`config.mk`:
```
export PLATFORM = sky130hd
export DESIGN_NAME = fetch_buffer
export DESIGN_NICKNAME = d
export VERILOG_FILES = /design/src/rtl/fetch_buffer.sv
export SDC_FILE = /design/constraint.sdc
export NUM_CORES = 1
export LEC_CHECK = 0
export CAP_MARGIN = 20
export CORE_MARGIN = 5
export CORE_UTILIZATION = 55
export CTS_CLUSTER_SIZE = 24
export DETAILED_ROUTE_END_ITERATION = 6
export MAX_ROUTING_LAYER = met4
export PLACE_DENSITY = 0.84
export SYNTH_ARGS = -nofsm -noshare
export SYNTH_HDL_FRONTEND = slang
export SYNTH_SLANG_ARGS = --single-unit
```
`constraint.sdc`:
```
create_clock -name clk -period 14.95 [get_ports clk]
set_clock_uncertainty 0.2 [all_clocks]
set_input_delay 3.7375 -clock clk [delete_from_list [all_inputs] [get_ports clk]]
set_output_delay 3.7375 -clock clk [all_outputs]
set_load 0.05 [all_outputs]
```
`src/rtl/fetch_buffer.sv`:
```
// -----------------------------------------------------------------------------
// fetch_buffer
//   Front-end fetch PC generator plus a small circular queue of fetch groups
//   sitting between the I-cache and decode.
//
//   Each accepted fetch enqueues one group {PC, InstF} (FETCH_W instructions).
//   Decode drains groups through a valid/ready handshake on the Deq* ports.
//   A back-end redirect (JumpReg or MistakeD) flushes the queue. It also
//   forces a one-cycle REDIR bubble while the I-cache looks up the new target.
//
//   Optional feature (compile-time macro FETCH_BYPASS_EN):
//     When the queue is empty, an accepted group is shown on Deq* in the same
//     cycle. If decode takes it at once, it is never written into the queue.
//
// Parameters
//   FETCH_W   instructions per fetch group (1, 2 or 4)
//   DEPTH     queue entries in groups (power of two, >= 2)
//   RESET_PC  fetch address after reset
//
// Ports
//   clk                    clock, all state on the rising edge
//   reset                  synchronous active-high reset
//   StallF                 freezes PC and enqueue
//   Ihit, Dhit             cache hits; fetch is accepted only when both are 1
//   JumpReg, PCReg         back-end register-jump redirect and its target
//   MistakeD, PCBranchD    back-end mispredict redirect and its target
//   BranchPrd, PCBranchF   front-end predicted-taken redirect and its target
//   Jump, PCJump           front-end direct-jump redirect and its target
//   PC                     current fetch address to the I-cache
//   InstF                  I-cache data; slot i is the instruction at PC+4i
//   DeqValid/DeqReady      head-group handshake with decode
//   DeqInst, DeqPC         head-group instructions and base PC
//   Count                  queue occupancy in groups
// -----------------------------------------------------------------------------
module fetch_buffer #(
    parameter int          FETCH_W  = 2,
    parameter int          DEPTH    = 4,
    parameter logic [31:0] RESET_PC = 32'h0000_0000
) (
    input  logic                         clk,
    input  logic                         reset,
    input  logic                         StallF,
    input  logic                         Ihit,
    input  logic                         Dhit,
    input  logic                         JumpReg,
    input  logic [31:0]                  PCReg,
    input  logic                         MistakeD,
    input  logic [31:0]                  PCBranchD,
    input  logic                         BranchPrd,
    input  logic [31:0]                  PCBranchF,
    input  logic                         Jump,
    input  logic [31:0]                  PCJump,
    output logic [31:0]                  PC,
    input  logic [32*FETCH_W-1:0]        InstF,
    output logic                         DeqValid,
    input  logic                         DeqReady,
    output logic [32*FETCH_W-1:0]        DeqInst,
    output logic [31:0]                  DeqPC,
    output logic [$clog2(DEPTH+1)-1:0]   Count
);

    localparam int GW = 32 * FETCH_W;
    localparam int CW = $clog2(DEPTH + 1);
    localparam int PW = $clog2(DEPTH);

    localparam logic [CW-1:0] CNT_ZERO = {CW{1'b0}};
    localparam logic [CW-1:0] CNT_ONE  = CW'(1'b1);
    localparam logic [CW-1:0] CNT_FULL = CW'(DEPTH);
    localparam logic [PW-1:0] PTR_ZERO = {PW{1'b0}};
    localparam logic [PW-1:0] PTR_ONE  = PW'(1'b1);
    localparam logic [31:0]   PC_STEP  = 32'(4 * FETCH_W);

    typedef enum logic [1:0] {
        ST_RUN   = 2'b00,
        ST_STALL = 2'b01,
        ST_REDIR = 2'b10
    } state_t;

    state_t          state_r;
    state_t          state_next_s;
    logic            fetch_en_s;

    logic [31:0]     pc_r;
    logic [31:0]     next_pc_s;
    logic [CW-1:0]   count_r;
    logic [PW-1:0]   head_r;
    logic [PW-1:0]   tail_r;
    logic [GW-1:0]   inst_mem_r [DEPTH];
    logic [31:0]     pc_mem_r   [DEPTH];

    logic            flush_s;
    logic            room_s;
    logic            accept_s;
    logic            bypass_s;
    logic            enq_s;
    logic            pop_s;

    assign PC    = pc_r;
    assign Count = count_r;

    // FSM state register: REDIR marks the refill bubble after a back-end redirect
    always_ff @(posedge clk) begin
        if (reset) begin
            state_r <= ST_RUN;
        end else begin
            state_r <= state_next_s;
        end
    end

    // FSM next-state: identical rules from every state, flush dominates
    always_comb begin
        state_next_s = state_r;
        if (flush_s) begin
            state_next_s = ST_REDIR;
        end else if (accept_s) begin
            state_next_s = ST_RUN;
        end else begin
            state_next_s = ST_STALL;
        end
    end

    // FSM outputs: fetching is blocked only during the redirect bubble
    always_comb begin
        fetch_en_s = 1'b0;
        case (state_r)
            ST_RUN:   fetch_en_s = 1'b1;
            ST_STALL: fetch_en_s = 1'b1;
            ST_REDIR: fetch_en_s = 1'b0;
            default:  fetch_en_s = 1'b0;
        endcase
    end

    // Accept/handshake decode.
    // A full queue makes room only by popping. When full, the head is valid
    // unless a flush is active, and accept already excludes flush. So DeqReady
    // alone stands in for DeqValid & DeqReady here, which keeps the bypass path
    // free of a combinational loop.
    always_comb begin
        flush_s  = JumpReg | MistakeD;
        room_s   = (count_r != CNT_FULL) | DeqReady;
        accept_s = Ihit & Dhit & ~StallF & ~flush_s & fetch_en_s & room_s;
`ifdef FETCH_BYPASS_EN
        bypass_s = (count_r == CNT_ZERO) & accept_s;
`else
        bypass_s = 1'b0;
`endif
        DeqValid = ((count_r != CNT_ZERO) | bypass_s) & ~flush_s;
        if (bypass_s) begin
            DeqInst = InstF;
            DeqPC   = pc_r;
        end else begin
            DeqInst = inst_mem_r[head_r];
            DeqPC   = pc_mem_r[head_r];
        end
        // a bypassed group taken by decode at once is never stored
        pop_s = DeqValid & DeqReady & (count_r != CNT_ZERO);
        enq_s = accept_s & ~(bypass_s & DeqReady);
    end

    // Next fetch address: back-end redirects first, then front-end predictions
    always_comb begin
        next_pc_s = pc_r;
        if (JumpReg) begin
            next_pc_s = PCReg;
        end else if (MistakeD) begin
            next_pc_s = PCBranchD;
        end else if (accept_s && BranchPrd) begin
            next_pc_s = PCBranchF;
        end else if (accept_s && Jump) begin
            next_pc_s = PCJump;
        end else if (accept_s) begin
            next_pc_s = pc_r + PC_STEP;
        end else begin
            next_pc_s = pc_r;
        end
    end

    // PC register
    always_ff @(posedge clk) begin
        if (reset) begin
            pc_r <= RESET_PC;
        end else begin
            pc_r <= next_pc_s;
        end
    end

    // Queue pointers and occupancy; reset outranks flush, which outranks traffic
    always_ff @(posedge clk) begin
        if (reset) begin
            head_r  <= PTR_ZERO;
            tail_r  <= PTR_ZERO;
            count_r <= CNT_ZERO;
        end else if (flush_s) begin
            head_r  <= PTR_ZERO;
            tail_r  <= PTR_ZERO;
            count_r <= CNT_ZERO;
        end else begin
            if (enq_s) begin
                tail_r <= tail_r + PTR_ONE;
            end
            if (pop_s) begin
                head_r <= head_r + PTR_ONE;
            end
            case ({enq_s, pop_s})
                2'b10:   count_r <= count_r + CNT_ONE;
                2'b01:   count_r <= count_r - CNT_ONE;
                default: count_r <= count_r;
            endcase
        end
    end

    // Queue storage: payload needs no reset, validity comes from count_r
    always_ff @(posedge clk) begin
        if (enq_s && !reset && !flush_s) begin
            inst_mem_r[tail_r] <= InstF;
            pc_mem_r[tail_r]   <= pc_r;
        end
    end

endmodule

```
run_1/class_map.png
Fill, decap, tap and diode cells in grey.
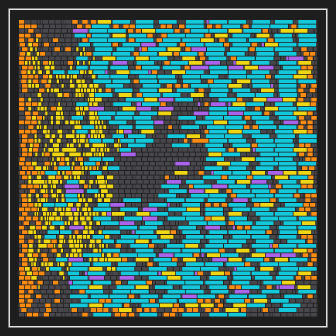
| colour | class | cells |
|---|---|---|
| orange | remaining buffers and delay cells | 352 |
| purple | clock drivers and dummy loads | 74 |
| yellow | remaining logic cells | 489 |
| cyan | registers | 426 |
Core ar.: 0.0314 mm2
fraction of area in registers: 55.2%
Final Cell Area: 0.0224 mm2
final core occ: 71.5%

run_1/sizing.png
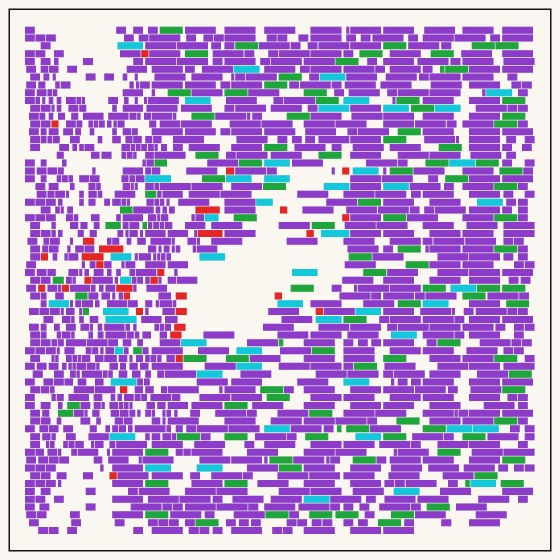
| colour | size | cells | share |
|---|---|---|---|
| cyan | x6 and larger | 51 | 3.8% |
| green | x2 | 111 | 8.3% |
| purple | x1 and smaller | 1148 | 86% |
| red | x3 and x4 | 31 | 2.3% |
worst setup margin: 4990 ps
area delta synth->final: 28.9%
nonclk buf count: 352

run_1/placed.png
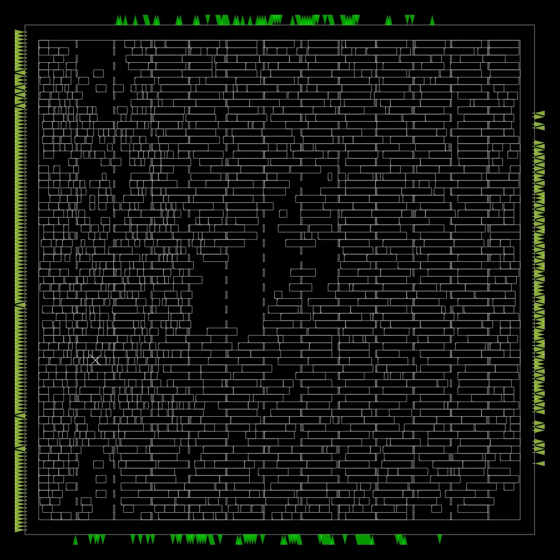
Fillers: 1994
Row Count: 65
seq_cells: 426
n_taps: 402
fin cells: 1745

==> reports/qor.txt, run 1 <==
count of final setup violators -> 0
PortBufs -> 333
longest individual stage delay on the worst path -> 890 ps
dominant logic cell types in the final layout -> edfxtp_1, clkdlybuf4s50_1, mux4_2
Clock Path Buffers -> 3
Final ANT Viol Nets -> 0
Ports -> 334
critical path class -> input port to output port
Unique cell types -> 79
H-Tree Depth -> 2
post-route DRC violation count -> 2
total gr overflow -> 0
R2R setup slack -> 11850 ps
async set or reset register ratio after synthesis -> 0%
detailed-route via count -> 10800
CP Data Arrival Time -> 6020 ps
Clock transition at path regs -> 60 ps
Synth area leader -> edfxtp_1
fin. max-slew vios -> 0
LEAKAGE -> 7.08 nW
DP HPWL -> 29.5 mm
Nets at Floorplan -> 1188
Yosys warning total -> 0
WL final -> 44.3 mm
synth top area cells -> edfxtp_1, mux4_2, dfxtp_1, a21oi_1, clkbuf_1
CTS tree -> yes
Die X-Extent -> 188 um
RSZ-0062 raised after global routing -> no
sinks on the clock net -> 426
CP Launch Type -> input port
status -> complete, but fails checks
Crit path max-delay family -> buffers and inverters
count of tool warnings -> 29
CP cell instances -> clkdlybuf4s50_1 > or2_0 > nor2_1 > clkdlybuf4s50_1
Max VDD drop -> 0.0718 mV
Clock Latency Late Sink -> 520 ps
Setup TNS -> 0 ps
Crit path top cell by count -> clkdlybuf4s50_1
hold path startpoint -> head_r[1]
syn_area_per_cell -> 17.8 um2
most numerous logic cell after layout -> edfxtp_1
Worst Setup End Kind -> output port
Hold WC Path Type -> flop to flop
CP max stage cell -> clkdlybuf4s50_1
Overall Global Routing Usage -> 25.7%
CP Launch Point -> MistakeD
max_cap viols -> 0
R2R Path Start -> state_r[1]
slew margin rel. -> 25.1%
cts bufs inserted -> 41
PD cells -> 111 mW/mm2
failing checks -> design-rule violations
yosys cell count -> 979
# nets final -> 1519
yosys stat area -> 0.0174 mm2
## run 1: layer usage
metal	up-vias	track usage (%)	wire (um)	part of all wire, %
met2	640	41.0	21400	48
met1	5362	33.9	17600	40
met4	0	8.98	1810	4.1
met5	-	-	0	0
li1	4715	-	-	-
met3	107	4.45	3500	7.9
## run 1: state kept, by name, summed over array words and instances, names as in the netlist, named ones only
name and cells:
Count 3, PC 32, head_r 2, inst_mem_r 256
pc_mem_r 128, state_r 1, tail_r 2
## run 1: worst register-to-register path: cells and delay by family (launching register included)
family | cells | cell delay (ps)
buffers and inverters | 1 | 740
AND/OR/NAND/NOR | 3 | 1410
flip-flops | 1 | 310
## run 1: final timing paths
check	endpoint	cells after the start
worst min-delay path	head_r[1]	2
worst max register to register	inst_mem_r[1][16]	4
worst min register to register	head_r[1]	2
worst max-delay path	DeqValid	4
## run 1: cell families (layout without fill, tap and decap cells)
| family | Yosys count | count (layout) | synth area share (%) |
|---|---|---|---|
| simple gates | 170 | 170 | 5.64 |
| buf+inv | 81 | 443 | 2.01 |
| fa+ha+maj | 7 | 7 | 0.546 |
| compound gates | 179 | 179 | 7.30 |
| other cells | 0 | 2 | 0 |
| mux | 98 | 98 | 12.5 |
| xor+xnor | 18 | 18 | 0.906 |
| flops | 426 | 426 | 71.1 |
## run 1: power by group
part	internal, mW	switching [mW]
logic	0.0831	0.0885
clock network	0.561	0.418
registers	1.31	0.0215
## run 1: cells in the mapped netlist (all sizes together) (3+ instances only)
cell and number:
a22oi 9, o2111ai 3, nand2 31, nand4 13, nor3 13, nor2 36, o22ai 16, nor4 7
a221o 3, buf 24, nand2b 5, inv 17, o21a 5, o21ai 27, xnor2 14, o211ai 5
clkbuf 40, edfxtp 384, a311oi 5, and3 6, a21oi 41, o31ai 6, nor2b 8, nor4b 3
ha 6, o221ai 4, a31oi 6, and2 6, a22o 3, dfxtp 42, a2111oi 3, a222oi 4
or4 4, a221oi 8, a211oi 8, mux4 96, nand3 18, and4 8, xor2 4, o31a 6
## run 1: per-stage QoR
step | cells | setup slack (ps) | area [um2] | util [%]
floorplan | 979 | 5940 | 17400 | -
global placement | 1667 | 5060 | 21100 | 67.3
detailed placement | 1667 | 5050 | 21100 | 67.3
CTS | 1741 | 5040 | 22400 | 71.3
global route | 1745 | 4920 | 22400 | 71.5
finish | 1745 | 4990 | 22400 | 71.5
## run 1: area by class of cell
type / instances / area (um2) / share of cell area (%)
Clock inverter: 16 / 149 / 0.664
Antenna cell: 2 / 5.00 / 0.0223
Multi-Input combinational cell: 472 / 4710 / 21.0
Timing Repair Buffer: 352 / 3500 / 15.6
Clock buffer: 58 / 1120 / 5.00
Sequential cell: 426 / 12400 / 55.2
Tap cell: 402 / 503 / 2.24
Inverter: 17 / 66.3 / 0.296
==> run 2, diff against run 1 <==
Settings changed: CORE_UTILIZATION 55 to 47, PLACE_DENSITY 0.84 to 0.76.
Clock period 14.95 ns to 8.75 ns, I/O delays scaled along.
run_2/placed.png
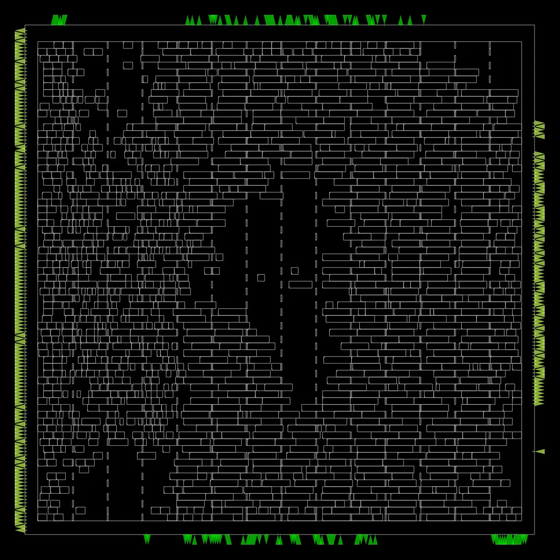
fin cells: 1820
Row Count: 70
final core occ: 62.1%
Fillers: 2651
Core ar.: 0.0366 mm2

run_2/class_map.png
Fill, decap, tap and diode cells in grey.
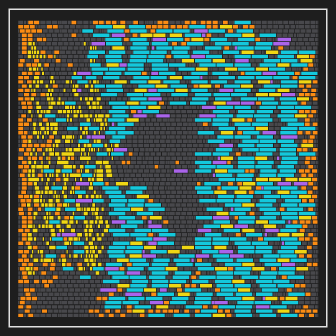
| colour | class | cells |
|---|---|---|
| yellow | remaining logic cells | 489 |
| cyan | registers | 426 |
| orange | remaining buffers and delay cells | 356 |
| purple | clock drivers and dummy loads | 78 |
fraction of area in registers: 54.5%
Final Cell Area: 0.0227 mm2

==> reports/qor.txt, run 2 <==
Post-Place Cells -> 1737 (+4.2%)
Iter 0 DRT Violations -> 1002
critical path class -> input port to output port
Die Ht -> 202 um
Crit path top cell by count -> clkdlybuf4s50_1
Largest register FFs -> 256 (unchanged)
first-pass GRT wire length -> 68.9 mm
PD cells -> 196 mW/mm2 (+77%)
dominant logic cell types in the final layout -> edfxtp_1, clkdlybuf4s50_1, mux4_2
# nets final -> 1524 (+0.33%)
Ports -> 334 (unchanged)
Largest Register -> inst_mem_r
CP max stage cell -> or2_0
detailed-route via count -> 10700 (-1.3%)
Unique cell types -> 79 (unchanged)
Crit path buffers/inverters -> 3
Nets at Floorplan -> 1188 (unchanged)
initial core utilization -> 47.5%
Yosys warning total -> 0 (unchanged)
Hold WC Path Type -> flop to flop
Max VDD drop -> 0.127 mV (+77%)
sinks on the clock net -> 426 (unchanged)
Die X-Extent -> 202 um (+7.7%)
synth top area cells -> edfxtp_1, mux4_2, dfxtp_1, a21oi_1, clkbuf_1
Overall Global Routing Usage -> 22.5% (-3.1 points)
cts bufs inserted -> 42 (+2.4%)
RSZ-0062 raised after global routing -> no
top cells by count -> edfxtp_1, mux4_2, dfxtp_1, a21oi_1, clkbuf_1
yosys stat area -> 0.0174 mm2 (unchanged)
top-count cell post-synth -> edfxtp_1
Synth area leader -> edfxtp_1
Final Hold Viols -> 0
minimum clock period -> 6950 ps
count of tool warnings -> 29 (unchanged)
count of final setup violators -> 0 (unchanged)
max_cap viols -> 0 (unchanged)
post-route DRC violation count -> 0 (-2)
total gr overflow -> 0 (unchanged)
yosys cell count -> 979 (unchanged)
Reg area -> 0.0124 mm2 (unchanged)
die area -> 0.0410 mm2
Clock Path Buffers -> 3 (unchanged)
CTS tree -> yes
Clock Latency Late Sink -> 530 ps (about the same)
CP Data Arrival Time -> 4560 ps (-1460 ps)
Crit path max-delay family -> buffers and inverters
slew margin rel. -> 23.8% (-1.3 points)
Worst Setup End Kind -> output port
DP HPWL -> 31.1 mm (+5.3%)
PortBufs -> 333 (unchanged)
status -> finished clean
Clock transition at path regs -> 60 ps (about the same)
Final ANT Viol Nets -> 0 (unchanged)
longest individual stage delay on the worst path -> 780 ps (-110 ps)
EDFF count, synth -> 384
WL final -> 45.4 mm (+2.5%)
MI comb area -> 0.00471 mm2 (unchanged)
most numerous logic cell after layout -> edfxtp_1
fin. max-slew vios -> 0 (unchanged)
LEAKAGE -> 7.20 nW (+1.6%)
Setup TNS -> 0 ps (unchanged)
H-Tree Depth -> 2 (unchanged)
async set or reset register ratio after synthesis -> 0% (unchanged)
syn_area_per_cell -> 17.8 um2 (unchanged)
Clock Tree Root -> clkbuf_16
Area after DPL -> 0.0212 mm2 (+0.53%)
CP cell instances -> clkdlybuf4s50_1 > buf_4 > or2_0 > nor2_1 > clkdlybuf4s50_1
CP Launch Type -> input port
hold_buf cts -> 0
run_2/sizing.png
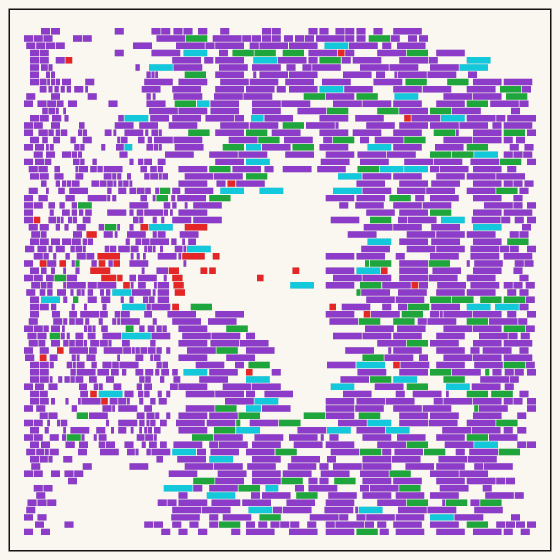
| colour | size | cells | share |
|---|---|---|---|
| green | x2 | 112 | 8.3% |
| purple | x1 and smaller | 1141 | 85% |
| red | x3 and x4 | 38 | 2.8% |
| cyan | x6 and larger | 58 | 4.3% |
nonclk buf count: 356
area delta synth->final: 30.6%
worst setup margin: 1800 ps

## run 2: cell types whose count changed in the layout (fill, tap and decap cells not counted), moves of 2 or more
cell / before / now
bufinv_16: 2 / 7
clkbuf_1: 15 / 4
clkinv_1: 4 / 8
clkbuf_8: 1 / 3
buf_4: 17 / 22
## run 2: layout make-up
| cell class | count | area share, % |
|---|---|---|
| clock inverters | 28 | 1.52 |
| inverters | 17 | 0.292 |
| well taps | 468 | 2.58 |
| clock buffers | 50 | 4.98 |
| diodes | 3 | 0.0330 |
| flip-flops and latches | 426 | 54.5 |
| repair buffers | 356 | 15.4 |
| multi-input cells | 472 | 20.7 |
## run 2: logic make-up after synthesis
| kind of cell | count (synthesis) | share of synthesized area (%) |
|---|---|---|
| and+or+nand+nor | 170 | 5.64 |
| muxes | 98 | 12.5 |
| adders and majority gates | 7 | 0.546 |
| xor gates and xnor gates | 18 | 0.906 |
| DFF | 426 | 71.1 |
| buffers and inverters | 81 | 2.01 |
| AOI/OAI and AO/OA | 179 | 7.30 |
## run 2: power breakdown
group	leakage [nW]	switching [mW]	internal, mW	total (mW)
clock	0.714	0.745	1.14	1.88
combinational	2.67	0.153	0.142	0.295
sequential	3.82	0.0389	2.23	2.27
total	7.20	0.937	3.51	4.45
## run 2: worst paths after layout
| path | depth (start not counted) | endpoint | slack, ps | start |
|---|---|---|---|---|
| worst max register to register | 6 | PC[31] | 5700 | PC[4] |
| worst max-delay path | 5 | DeqValid | 1800 | MistakeD |
| worst min register to register | 2 | flop | 340 | head_r[1] |
| worst min-delay path | 2 | flop | 340 | head_r[1] |
## run 2: routing by layer
layer	GRT usage (%)	wire, um	up-vias
met5	-	0	-
met4	6.40	1270	0
met3	5.25	3570	75
met2	35.9	21900	529
met1	29.5	18600	5346
li1	-	-	4733
## run 2: metrics by stage
| stage | worst slack [ps] | utilization [%] |
|---|---|---|
| after CTS | 1800 | 62.0 |
| after detailed placement | 1800 | 58.0 |
| final | 1800 | 62.1 |
| after global placement | 1860 | 58.0 |
| after floorplan | 2450 | - |
| after global routing | 1690 | 62.1 |
## run 2: worst register-to-register path, delay by kind of cell, from the launching register on
kind / cells / cell delay, ps
adder cells (fa/ha/maj): 1 / 340
AND-OR/OR-AND: 2 / 280
AND/OR/NAND/NOR: 3 / 1560
flip-flops: 1 / 620
Power is estimated from default activity; no workload was simulated.
